**src/rtl/sobel_edge_detector.sv**
```systemverilog
// Streaming 3x3 Sobel edge detector: |Gx|+|Gy| per interior pixel of a raster-order 8-bit frame.
// Latency: output valid on the 2nd rising edge after the edge that accepts the window-completing pixel.
// Backpressure: none; the source paces input with pixel_valid, the sink must take every pixel_out_valid.
//
// Ports:
//   clk, rst_n                 clock, asynchronous active-low reset
//   start                      frame start request, sampled in IDLE/DONE
//   pixel_in, pixel_valid      input pixel stream, one pixel per valid cycle
//   pixel_out, pixel_out_valid saturated edge magnitude and its 1-cycle qualifier
//   done                       1-cycle pulse the cycle after the final output of a frame
module sobel_edge_detector #(
    parameter int IMG_WIDTH  = 8,
    parameter int IMG_HEIGHT = 8
) (
    input  logic       clk,
    input  logic       rst_n,
    input  logic       start,
    input  logic [7:0] pixel_in,
    input  logic       pixel_valid,
    output logic [7:0] pixel_out,
    output logic       pixel_out_valid,
    output logic       done
);

    localparam int CW = $clog2(IMG_WIDTH);
    localparam int RW = $clog2(IMG_HEIGHT);
    localparam logic [CW-1:0] COL_LAST = CW'(IMG_WIDTH - 1);
    localparam logic [RW-1:0] ROW_LAST = RW'(IMG_HEIGHT - 1);

    typedef enum logic [1:0] {S_IDLE, S_RUN, S_FLUSH, S_DONE} state_t;

    state_t        state, state_nxt;
    logic [CW-1:0] col;
    logic [RW-1:0] row;
    logic          accept;
    logic          last_pix;
    logic          drain_end;
    logic          done_nxt;

    // Line buffers: lb0 holds row r-1, lb1 holds row r-2 at the current column.
    logic [7:0]    lb0 [IMG_WIDTH];
    logic [7:0]    lb1 [IMG_WIDTH];
    // 3x3 window, w[row][col], row 0 = top, col 0 = left.
    logic [7:0]    w [3][3];
    logic          win_vld;

    // Gradients are carried as 11-bit two's complement.
    logic [10:0]   gx_c, gy_c, gx_q, gy_q;
    logic          s1_vld;
    logic [10:0]   abs_x, abs_y, mag;
    logic [7:0]    sat;

    function automatic logic [10:0] ext1(input logic [7:0] p);
        return {3'b000, p};
    endfunction

    function automatic logic [10:0] ext2(input logic [7:0] p);
        return {2'b00, p, 1'b0};
    endfunction

    assign last_pix  = (row == ROW_LAST) && (col == COL_LAST);
    // Pipeline is empty once the last output is on the port and nothing is behind it.
    assign drain_end = pixel_out_valid && !s1_vld && !win_vld;

    // ---------------- FSM: state register ----------------
    always_ff @(posedge clk or negedge rst_n) begin
        if (!rst_n) state <= S_IDLE;
        else        state <= state_nxt;
    end

    // ---------------- FSM: next state ----------------
    always_comb begin
        state_nxt = state;
        case (state)
            S_IDLE, S_DONE: if (start) state_nxt = S_RUN;
            S_RUN:          if (pixel_valid && last_pix) state_nxt = S_FLUSH;
            S_FLUSH:        if (drain_end) state_nxt = S_DONE;
            default:        state_nxt = S_IDLE;
        endcase
    end

    // ---------------- FSM: outputs ----------------
    always_comb begin
        accept   = 1'b0;
        done_nxt = 1'b0;
        case (state)
            S_IDLE, S_DONE: accept = start && pixel_valid;
            S_RUN:          accept = pixel_valid;
            S_FLUSH:        done_nxt = drain_end;
            default:        accept = 1'b0;
        endcase
    end

    // Counters return to (0,0) on the last pixel, so IDLE/DONE always start a frame cleared.
    always_ff @(posedge clk or negedge rst_n) begin
        if (!rst_n) begin
            row     <= '0;
            col     <= '0;
            win_vld <= 1'b0;
        end else begin
            win_vld <= accept && (row >= RW'(2)) && (col >= CW'(2));
            if (accept) begin
                if (col == COL_LAST) begin
                    col <= '0;
                    row <= (row == ROW_LAST) ? '0 : row + RW'(1);
                end else begin
                    col <= col + CW'(1);
                end
            end
        end
    end

    // Storage only; contents are don't-care after reset. Stale columns from the
    // previous row sit in the window at c<2 but never produce an output.
    always_ff @(posedge clk) begin
        if (accept) begin
            for (int i = 0; i < 3; i++) begin
                w[i][0] <= w[i][1];
                w[i][1] <= w[i][2];
            end
            w[0][2]  <= lb1[col];
            w[1][2]  <= lb0[col];
            w[2][2]  <= pixel_in;
            lb1[col] <= lb0[col];
            lb0[col] <= pixel_in;
        end
    end

    always_comb begin
        gx_c = (ext1(w[0][2]) + ext2(w[1][2]) + ext1(w[2][2]))
             - (ext1(w[0][0]) + ext2(w[1][0]) + ext1(w[2][0]));
        gy_c = (ext1(w[2][0]) + ext2(w[2][1]) + ext1(w[2][2]))
             - (ext1(w[0][0]) + ext2(w[0][1]) + ext1(w[0][2]));
    end

    // Stage 1: gradients.
    always_ff @(posedge clk or negedge rst_n) begin
        if (!rst_n) begin
            s1_vld <= 1'b0;
            gx_q   <= '0;
            gy_q   <= '0;
        end else begin
            s1_vld <= win_vld;
            if (win_vld) begin
                gx_q <= gx_c;
                gy_q <= gy_c;
            end
        end
    end

    always_comb begin
        abs_x = gx_q[10] ? (~gx_q + 11'd1) : gx_q;
        abs_y = gy_q[10] ? (~gy_q + 11'd1) : gy_q;
        mag   = abs_x + abs_y;
        sat   = (mag > 11'd255) ? 8'hFF : mag[7:0];
    end

    // Stage 2: magnitude and saturation; pixel_out holds between valids.
    always_ff @(posedge clk or negedge rst_n) begin
        if (!rst_n) begin
            pixel_out       <= '0;
            pixel_out_valid <= 1'b0;
            done            <= 1'b0;
        end else begin
            pixel_out_valid <= s1_vld;
            done            <= done_nxt;
            if (s1_vld) pixel_out <= sat;
        end
    end

endmodule

```
**config.mk**
```make
export PLATFORM = sky130hd
export DESIGN_NAME = sobel_edge_detector
export DESIGN_NICKNAME = d
export VERILOG_FILES = /design/src/rtl/sobel_edge_detector.sv
export SDC_FILE = /design/constraint.sdc
export NUM_CORES = 1
export LEC_CHECK = 0
export ABC_AREA = 0
export CAP_MARGIN = 20
export CORE_ASPECT_RATIO = 1.1
export CORE_MARGIN = 2
export CORE_UTILIZATION = 55
export DETAILED_ROUTE_END_ITERATION = 6
export PLACE_DENSITY = 0.82
export SETUP_SLACK_MARGIN = 0.02
export SYNTH_ARGS = -nofsm -noshare
export SYNTH_HDL_FRONTEND = slang
export SYNTH_SLANG_ARGS = --single-unit
```
**constraint.sdc**
```tcl
create_clock -name clk -period 6.2 [get_ports clk]
set_input_delay 1.24 -clock clk [delete_from_list [all_inputs] [get_ports clk]]
set_output_delay 1.24 -clock clk [all_outputs]
set_load 0.01 [all_outputs]
```
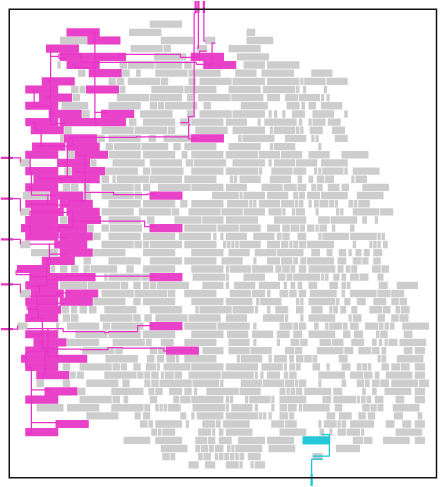
**Above:** nets reached from selected ports.
Drawn at 3 px/um.
- magenta: pixel_in (bits 8; direction input; end cells 72; wire 884 um)
- cyan: pixel_out_valid (bits 1; direction output; end cells 1; wire 24.6 um)
count of buffers from port buffering: 21
I/O pin count: 22

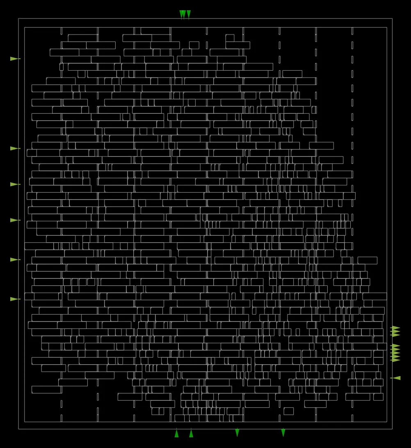
**Above:** placement view.
register fraction of the total cell area: 55.09%
Layout Cells excl Fill: 1095
number of standard-cell rows in the floorplan: 55

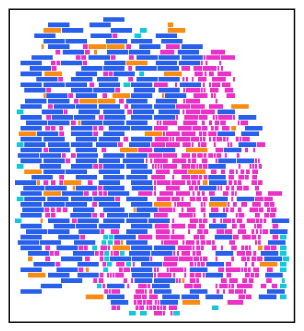
**Above:** cells colored by class.
Drawn at 2 px/um.
- orange: clock drivers and dummy loads (cells 43; share of their area 6.0%)
- blue: flops (cells 242; share of their area 57%)
- magenta: combinational and other logic (cells 520; share of their area 35%)
- cyan: other buffers and delay cells (cells 34; share of their area 2.4%)

==> notes.org <==
* Implementation run

** Status
- Status :: complete, no violations

** Logic synthesis
- Async set or reset register ratio after synthesis :: 17.36%
- The mapped netlist covers about 12000 um2.
- Post-synth tally of flip-flops with integrated enable :: 200
- Post-synth seq share :: 61.34%
- Among all flip-flop cells after synthesis, the most frequent one is edfxtp_1.
- Yosys chip area :: around 12000 um2
- Syn Area/Cell :: ~15 um2
- Number of different library cells in the post-synthesis netlist :: 55
- After synthesis, the design contains 785 cells according to Yosys.
- Yosys warning total :: 0
- Floorplan Nets :: 903
- The synthesized netlist handed to floorplanning was reported with a cell count of approximately 790.

** Final layout
- Largest cell class by area :: registers
- The repair_antennas step left the layout with diodes totalling 0.
- Proportion of layout cells with a drive suffix above 1 :: 7.986%
- The final layout report lists a non-clock inverter count of 81.
- Counting the clock-network buffers in the layout gives 30.
- Summing all flip-flop and latch instances after layout gives 7057 um2.
- Leaving out fill and tap cells, the most frequent cells in the layout are edfxtp_1 (200), inv_1 (79), a22oi_1 (64), fa_1 (63), ha_1 (43).
- The fraction of final cell area spent on clock buffers and inverters in this run is 5.841%.
- The layout report lists the non-clock buffer share of cell area as 2.364%.
- Total number of multi-input combinational cells :: 439
- Count of non-CTS buffers in the layout :: 34
- Layout fillers :: 1468
- Proportion of cell area occupied by multi-input gates :: between 30% and 40%
- The design has 242 sequential cells.
- Area taken by multi-input logic gates :: 4078 um2
- Total number of nets in the final design :: 940

** GRT
- For this run the aggregate overflow at the end of global routing stands at 0.
- The global routing report lists combined usage of all routing layers as 20.00%.
- Vias in the first global route :: 6806
- Number of antenna violations at the first check in global routing :: 0
- Entering global routing, the biggest net connects 52 pins.

** Final timing
- RSZ-0062 raised after global routing :: false
- The transition time recorded at the tightest slew-check pin is a little under 1 ns.
- Slew Viols, Final :: 0
- Achievable clock frequency :: 242.5 MHz
- Setup TNS :: 0 ns
- Counting I/O delays and the setup requirement, the final critical path takes 4.124 ns.
- Relative slew slack :: 35.63%
- Final number of hold-violating endpoints :: 0

** Clocking
- Looking at the worst setup and hold paths, the clock pins of their registers show a slew of around 0.070 ns.
- Total of cells resized after clock tree synthesis :: 0
- Hold Buf Count CTS :: 0
- In this run the number of H-tree levels came out at 1.
- TritonCTS built the clock tree.
- Clock root buffer :: clkbuf_16
- CTS saw 242 sinks.

** Floorplan
- The core region is roughly 21000 um2.
- The design received a total of 256 well taps at floorplan.
- Chip Footprint :: ~22000 um2
- Die height :: 155.7 um

** Setup path
- Kind of critical path :: reg2reg
- Setup crit start kind :: flop
- Max fanout on the critical path was recorded as 3.
- The OpenROAD report gives the critical path a required time of 6.62 ns.
- Arrival @ worst endpoint :: roughly 4.6 ns

** Drt
- Violation count after the first detailed-routing iteration :: 517
- Detailed-routing iteration count for the pre-antenna-repair pass :: 5
- The routed design uses about 1.1 mm of met3 wire.
- Average vias per placed instance :: 5.832
- Post-route met1 wirelength :: 8.168 mm
- Routed length per placed instance :: a little under 20 um
- Total vias in the final route :: 6386
- Nets still carrying antenna violations after routing amount to 0.
- After detailed routing, the number of remaining DRC violations is 0.

** Worst hold path
- Type of the worst min-delay path :: reg2reg

** Flow run
- Across the run, the number of max-cap violations was 0.
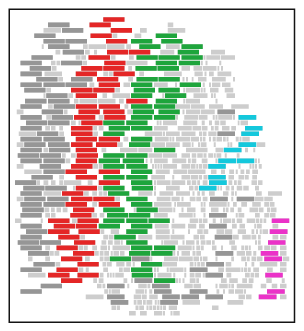
**Above:** sequential cells colored by netlist name.
Drawn at 2 px/um. Other sequential cells in the stronger gray, the rest of the logic in the fainter gray.
- cyan: gx_q (flops 11; where middle right)
- green: w (flops 72; where a column down the middle)
- magenta: pixel_out (flops 8; where lower right)
- red: lb1 (flops 64; where a column on the left)
- not colored: 87

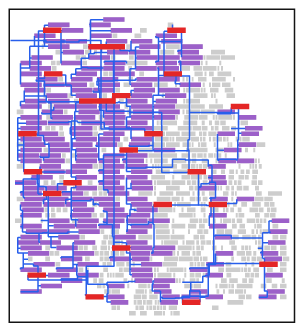
**Above:** clock wires, drivers and flops.
Drawn at 2 px/um.
- red: clock drivers (count 24)
- blue: clock wires (length 2550 um)
- purple: flip-flops (count 242)
- routed clock nets: 25
- flops lie: widely spread
clock tree skew after final layout: 0.01004 ns
Insertion Delay late pin: 0.53 ns

[stage by stage]
| stage | std cells | instance area, um2 | util, % | hold slack [ns] | worst slack [ns] |
|---|---|---|---|---|---|
| final | 1095 | 12810 | 62.26 | 0.4259 | 2.076 |
| after global routing | 1095 | 12810 | 62.26 | 0.4336 | 1.771 |
| after CTS | 1095 | 12810 | 62.26 | 0.4300 | 2.085 |
| after detailed placement | 1052 | 12060 | 58.62 | 0.4045 | 2.222 |
| after global placement | 1052 | 12060 | 58.62 | 0.4015 | 2.291 |
| after floorplan | 785 | 11500 | - | 0.3519 | 2.425 |
[kinds of logic (layout without fill, tap and decap cells)]
group,Yosys count,in the layout,synth area share [%]
multiplexers,7,7,0.6852
flip-flops,242,242,61.34
buffers and inverters,104,158,3.393
AND/OR/NAND/NOR,127,127,6.058
adder cells (fa/ha/maj),106,106,15.64
AND-OR/OR-AND,170,170,10.44
XOR/XNOR,29,29,2.447
[final timing paths]
| path | from | to | slack [ns] | depth (start not counted) |
|---|---|---|---|---|
| worst min-delay path | w[0][37] | w[0][45] | 0.43 | 0 |
| worst min register to register | w[0][37] | w[0][45] | 0.43 | 0 |
| max in group asynchronous | rst_n | gy_q[3] | 4.77 | 1 |
| min in group asynchronous | rst_n | pixel_out[1] | 0.85 | 1 |
| worst max register to register | w[0][66] | gx_q[8] | 2.08 | 11 |
| worst max-delay path | w[0][66] | gx_q[8] | 2.08 | 11 |
[critical path, stage by stage, from the launching register on]
cell	delay, ns
edfxtp_1	0.42
inv_1	0.13
fa_1	0.46
fa_1	0.52
fa_1	0.51
ha_1	0.31
a21o_1	0.17
a21oi_1	0.22
o21ai_1	0.12
a2111oi_0	0.72
o31ai_1	0.20
a31o_1	0.23
[synth_stat cells, drive strengths merged (3+ instances only)]
cell type / number / area [um2]
nor3: 10 / 50.05
nand2b: 6 / 37.54
or3: 5 / 31.28
a21oi: 19 / 95.09
nand4: 18 / 112.6
a211oi: 4 / 30.03
o31ai: 13 / 97.59
a21o: 9 / 67.56
nor3b: 5 / 37.54
a211o: 3 / 26.28
o21ai: 26 / 133.9
inv: 81 / 304.0
nor4: 5 / 52.55
xnor2: 24 / 210.2
edfxtp: 200 / 6006
xor2: 3 / 26.28
o21a: 6 / 45.04
o22a: 8 / 70.07
a22oi: 64 / 480.5
nand3: 7 / 35.03
clkbuf: 22 / 82.58
nand2: 33 / 123.9
nor2: 16 / 60.06
ha: 43 / 538.0
fa: 63 / 1261
nor2b: 12 / 75.07
dfrtp: 42 / 1051
mux2: 7 / 78.83
[flip-flops by register name, indices dropped and copies added (netlist names), 2 cells and up]
name       flops
col            3
lb0           64
state          2
row            3
w             72
gx_q          11
gy_q          11
lb1           64
pixel_out      8
[metal layers]
layer  global-route usage, %  vias to the layer above
met5                       0                        -
met4                   8.048                        0
met3                   2.701                       54
met2                   36.27                      189
met1                   24.25                     3161
li1                        -                     2982
